<file path="src/rtl/gp_reg_arb.sv">
// Round-robin arbiter that shares one general-purpose register write port among PA_NREQ requesters.
// Optional acknowledge timeout is compiled in with `define GP_ARB_TMO_EN.
module gp_reg_arb #(
    parameter int PA_DATA = 32,
    parameter int PA_HL   = 2,
    parameter int PA_NREQ = 4,
    parameter int PA_ADDR = 4,
    parameter int PA_TMO  = 16
) (
    input  logic                       clk,
    input  logic                       rst_b,
    input  logic [PA_NREQ-1:0]         req_vld,
    input  logic [PA_NREQ-1:0]         req_clr,
    input  logic [PA_NREQ*PA_ADDR-1:0] req_addr,
    input  logic [PA_NREQ*PA_DATA-1:0] req_data,
    input  logic [PA_NREQ*PA_HL-1:0]   req_hl,
    output logic [PA_NREQ-1:0]         req_gnt,
    output logic [PA_NREQ-1:0]         req_done,
    output logic [PA_NREQ-1:0]         req_err,
    output logic [PA_ADDR-1:0]         reg_sel,
    output logic [PA_DATA-1:0]         reg_data,
    output logic [PA_HL-1:0]           reg_hl,
    output logic                       reg_wr,
    output logic                       reg_clr,
    input  logic                       reg_wr_ack,
    output logic                       busy
);

    localparam int PW = (PA_NREQ > 1) ? $clog2(PA_NREQ) : 1;

    typedef enum logic [2:0] {IDLE, ISSUE, WAIT_ACK, CLR_WAIT, DONE} state_t;

    state_t               state_q, state_d;
    logic [PW-1:0]        ptr_q, ptr_d;
    logic [PW-1:0]        gidx_q, gidx_d;
    logic                 clr_q, clr_d;
    logic [PA_NREQ-1:0]   gnt_q, gnt_d;
    logic [PA_NREQ-1:0]   done_q, done_d;
    logic [PA_NREQ-1:0]   err_q, err_d;
    logic [PA_ADDR-1:0]   sel_q, sel_d;
    logic [PA_DATA-1:0]   data_q, data_d;
    logic [PA_HL-1:0]     hl_q, hl_d;
    logic                 wr_q, wr_d;
    logic                 rclr_q, rclr_d;
    logic                 busy_q, busy_d;

    logic                 found;
    logic [PW-1:0]        win;
    logic                 tmo_hit;

    // First requesting index at or above the pointer, wrapping around.
    always_comb begin
        found = 1'b0;
        win   = '0;
        for (int k = 0; k < PA_NREQ; k++) begin
            if (!found && req_vld[(int'(ptr_q) + k) % PA_NREQ]) begin
                found = 1'b1;
                win   = PW'((int'(ptr_q) + k) % PA_NREQ);
            end
        end
    end

`ifdef GP_ARB_TMO_EN
    localparam int TW = $clog2(PA_TMO + 1);

    logic [TW-1:0] tmo_q, tmo_d;

    always_comb begin
        tmo_d = '0;
        if (state_q == WAIT_ACK) tmo_d = tmo_q + 1'b1;
    end

    always_ff @(posedge clk or negedge rst_b) begin
        if (!rst_b) tmo_q <= '0;
        else        tmo_q <= tmo_d;
    end

    assign tmo_hit = (tmo_q == TW'(PA_TMO));
`else
    logic unused_tmo;
    assign unused_tmo = (PA_TMO != 0);
    assign tmo_hit    = 1'b0;
`endif

    always_comb begin
        state_d = state_q;
        ptr_d   = ptr_q;
        gidx_d  = gidx_q;
        clr_d   = clr_q;
        gnt_d   = gnt_q;
        done_d  = '0;
        err_d   = '0;
        sel_d   = sel_q;
        data_d  = data_q;
        hl_d    = hl_q;
        wr_d    = 1'b0;
        rclr_d  = 1'b0;
        case (state_q)
            IDLE: begin
                if (found) begin
                    gidx_d     = win;
                    gnt_d      = '0;
                    gnt_d[win] = 1'b1;
                    clr_d      = req_clr[win];
                    sel_d      = req_addr[win*PA_ADDR +: PA_ADDR];
                    // A clear carries no payload, so the previous data/hl stay on the bus.
                    if (!req_clr[win]) begin
                        data_d = req_data[win*PA_DATA +: PA_DATA];
                        hl_d   = req_hl[win*PA_HL +: PA_HL];
                    end
                    state_d = ISSUE;
                end
            end
            ISSUE: begin
                // First cycle launches the strobe, second cycle lets it be seen, then move on.
                if (wr_q || rclr_q) begin
                    state_d = clr_q ? CLR_WAIT : WAIT_ACK;
                end else begin
                    wr_d   = !clr_q;
                    rclr_d = clr_q;
                end
            end
            WAIT_ACK: begin
                if (reg_wr_ack) begin
                    done_d[gidx_q] = 1'b1;
                    state_d        = DONE;
                end else if (tmo_hit) begin
                    err_d[gidx_q] = 1'b1;
                    state_d       = DONE;
                end
            end
            CLR_WAIT: begin
                done_d[gidx_q] = 1'b1;
                state_d        = DONE;
            end
            DONE: begin
                gnt_d   = '0;
                ptr_d   = (gidx_q == PW'(PA_NREQ - 1)) ? '0 : gidx_q + 1'b1;
                state_d = IDLE;
            end
            default: state_d = IDLE;
        endcase
        busy_d = (state_d != IDLE);
    end

    always_ff @(posedge clk or negedge rst_b) begin
        if (!rst_b) begin
            state_q <= IDLE;
            ptr_q   <= '0;
            gidx_q  <= '0;
            clr_q   <= 1'b0;
            gnt_q   <= '0;
            done_q  <= '0;
            err_q   <= '0;
            sel_q   <= '0;
            data_q  <= '0;
            hl_q    <= '0;
            wr_q    <= 1'b0;
            rclr_q  <= 1'b0;
            busy_q  <= 1'b0;
        end else begin
            state_q <= state_d;
            ptr_q   <= ptr_d;
            gidx_q  <= gidx_d;
            clr_q   <= clr_d;
            gnt_q   <= gnt_d;
            done_q  <= done_d;
            err_q   <= err_d;
            sel_q   <= sel_d;
            data_q  <= data_d;
            hl_q    <= hl_d;
            wr_q    <= wr_d;
            rclr_q  <= rclr_d;
            busy_q  <= busy_d;
        end
    end

    assign req_gnt  = gnt_q;
    assign req_done = done_q;
    assign req_err  = err_q;
    assign reg_sel  = sel_q;
    assign reg_data = data_q;
    assign reg_hl   = hl_q;
    assign reg_wr   = wr_q;
    assign reg_clr  = rclr_q;
    assign busy     = busy_q;

endmodule
</file>
<file path="config.mk">
export PLATFORM = sky130hd
export DESIGN_NAME = gp_reg_arb
export DESIGN_NICKNAME = d
export VERILOG_FILES = /design/src/rtl/gp_reg_arb.sv
export SDC_FILE = /design/constraint.sdc
export NUM_CORES = 1
export LEC_CHECK = 0
export ABC_AREA = 0
export CORE_MARGIN = 1.5
export CORE_UTILIZATION = 40
export CTS_BUF_LIST = sky130_fd_sc_hd__clkbuf_2
export DETAILED_ROUTE_END_ITERATION = 10
export GPL_TIMING_DRIVEN = 0
export PLACE_DENSITY = 0.85
export SLEW_MARGIN = 10
export SYNTH_ARGS = -nofsm -noshare
export SYNTH_HDL_FRONTEND = slang
export SYNTH_SLANG_ARGS = --single-unit
</file>
<file path="constraint.sdc">
create_clock -name clk -period 3.4 [get_ports clk]
set_input_delay 0.68 -clock clk [delete_from_list [all_inputs] [get_ports clk]]
set_output_delay 0.68 -clock clk [all_outputs]
set_load 0.05 [all_outputs]
</file>
==> changes_impl.md <==
## Implementation

* YS warnings at 0
* Status: completed
* Levels on crit path at 7
* Max-area cell share at between 40% and 50%
* Hold Buf Count CTS at 0
* Worst-Skew Late Latency at around 0.53 ns
* Hold slack final at 0.1826 ns
* H-Tree Depth at 3
* # diodes at 0
* 1st-pass router iterations at 6
* Switching share of power at approximately half
* Crit path kind: primary input to flip-flop
* Flop pwr share at a little under a quarter
* Final GP Congestion at 0.8936
* IO Count at about 220
* Final core occ at 68.19%
* Synth async-reset ratio at 100.0%
* Worst path arrival time at about 3.1 ns
* Top_reg_cell synth: dfrtp_1
* Final Max Slew Viols at 0
* DP Area at 5793 um^2
* Largest register FFs at 32
* PD cells at between 800 and 900 nW/um^2
* First-pass GRT wire length at roughly 20000 um
* Yosys chip area at 3557 um^2
* Layout cells sized above 1 at 13.39%
* Layout area overhead at 66.37%
* Overall Power at ~5.0 mW
* Dominant kind of cell: non-clock buffers
* Compound Share, Synth at a little over a quarter
* HP Class: primary input to asynchronous set/reset pin
* CP delay by family, top: buffers and inverters
* Sequential power at between 1 and 1.5 mW
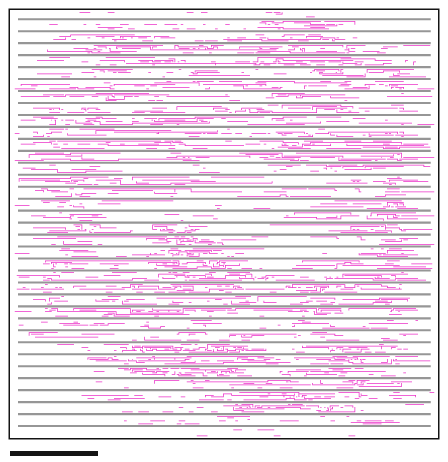
met1.png
Scale bar: 20 um. Supply wires on this layer in gray.
- wire length on this layer: 5060 um
- share of all routed wire: 39%
- longest straight run: 29.4 um
- main direction: horizontal

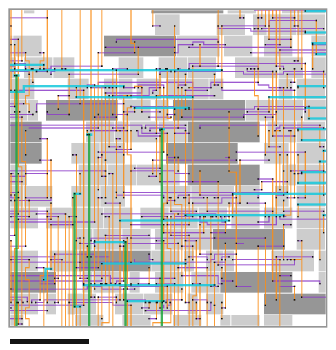
zoom.png
Scale bar: 10 um. Window x 53 to 93, y 4 to 44 um. Cells in gray, sequential cells in the stronger gray; small squares are vias.
- met4: green
- met3: cyan
- met2: orange
- met1: purple
- sequential cells in the window: 11
- cells with their middle in the window: 111
- most frequent: clkdlybuf4s50_1 (51), dfrtp_1 (11), nand3_1 (7)
- netlist names of flops here include: reg_data (4), reg_sel (4), reg_hl (2)

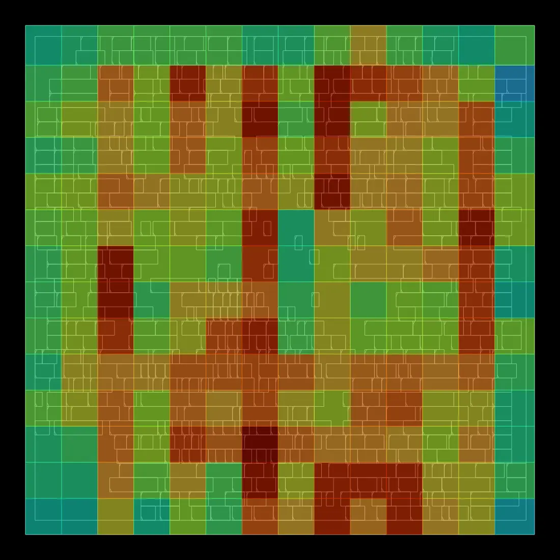
final_congestion.png
GRT Resource Usage Total: 26.84%
routed len/inst: 19.20 um
met1 Use GR: 32.63%

No activity file was given, so power comes from the tool's default toggle rates.
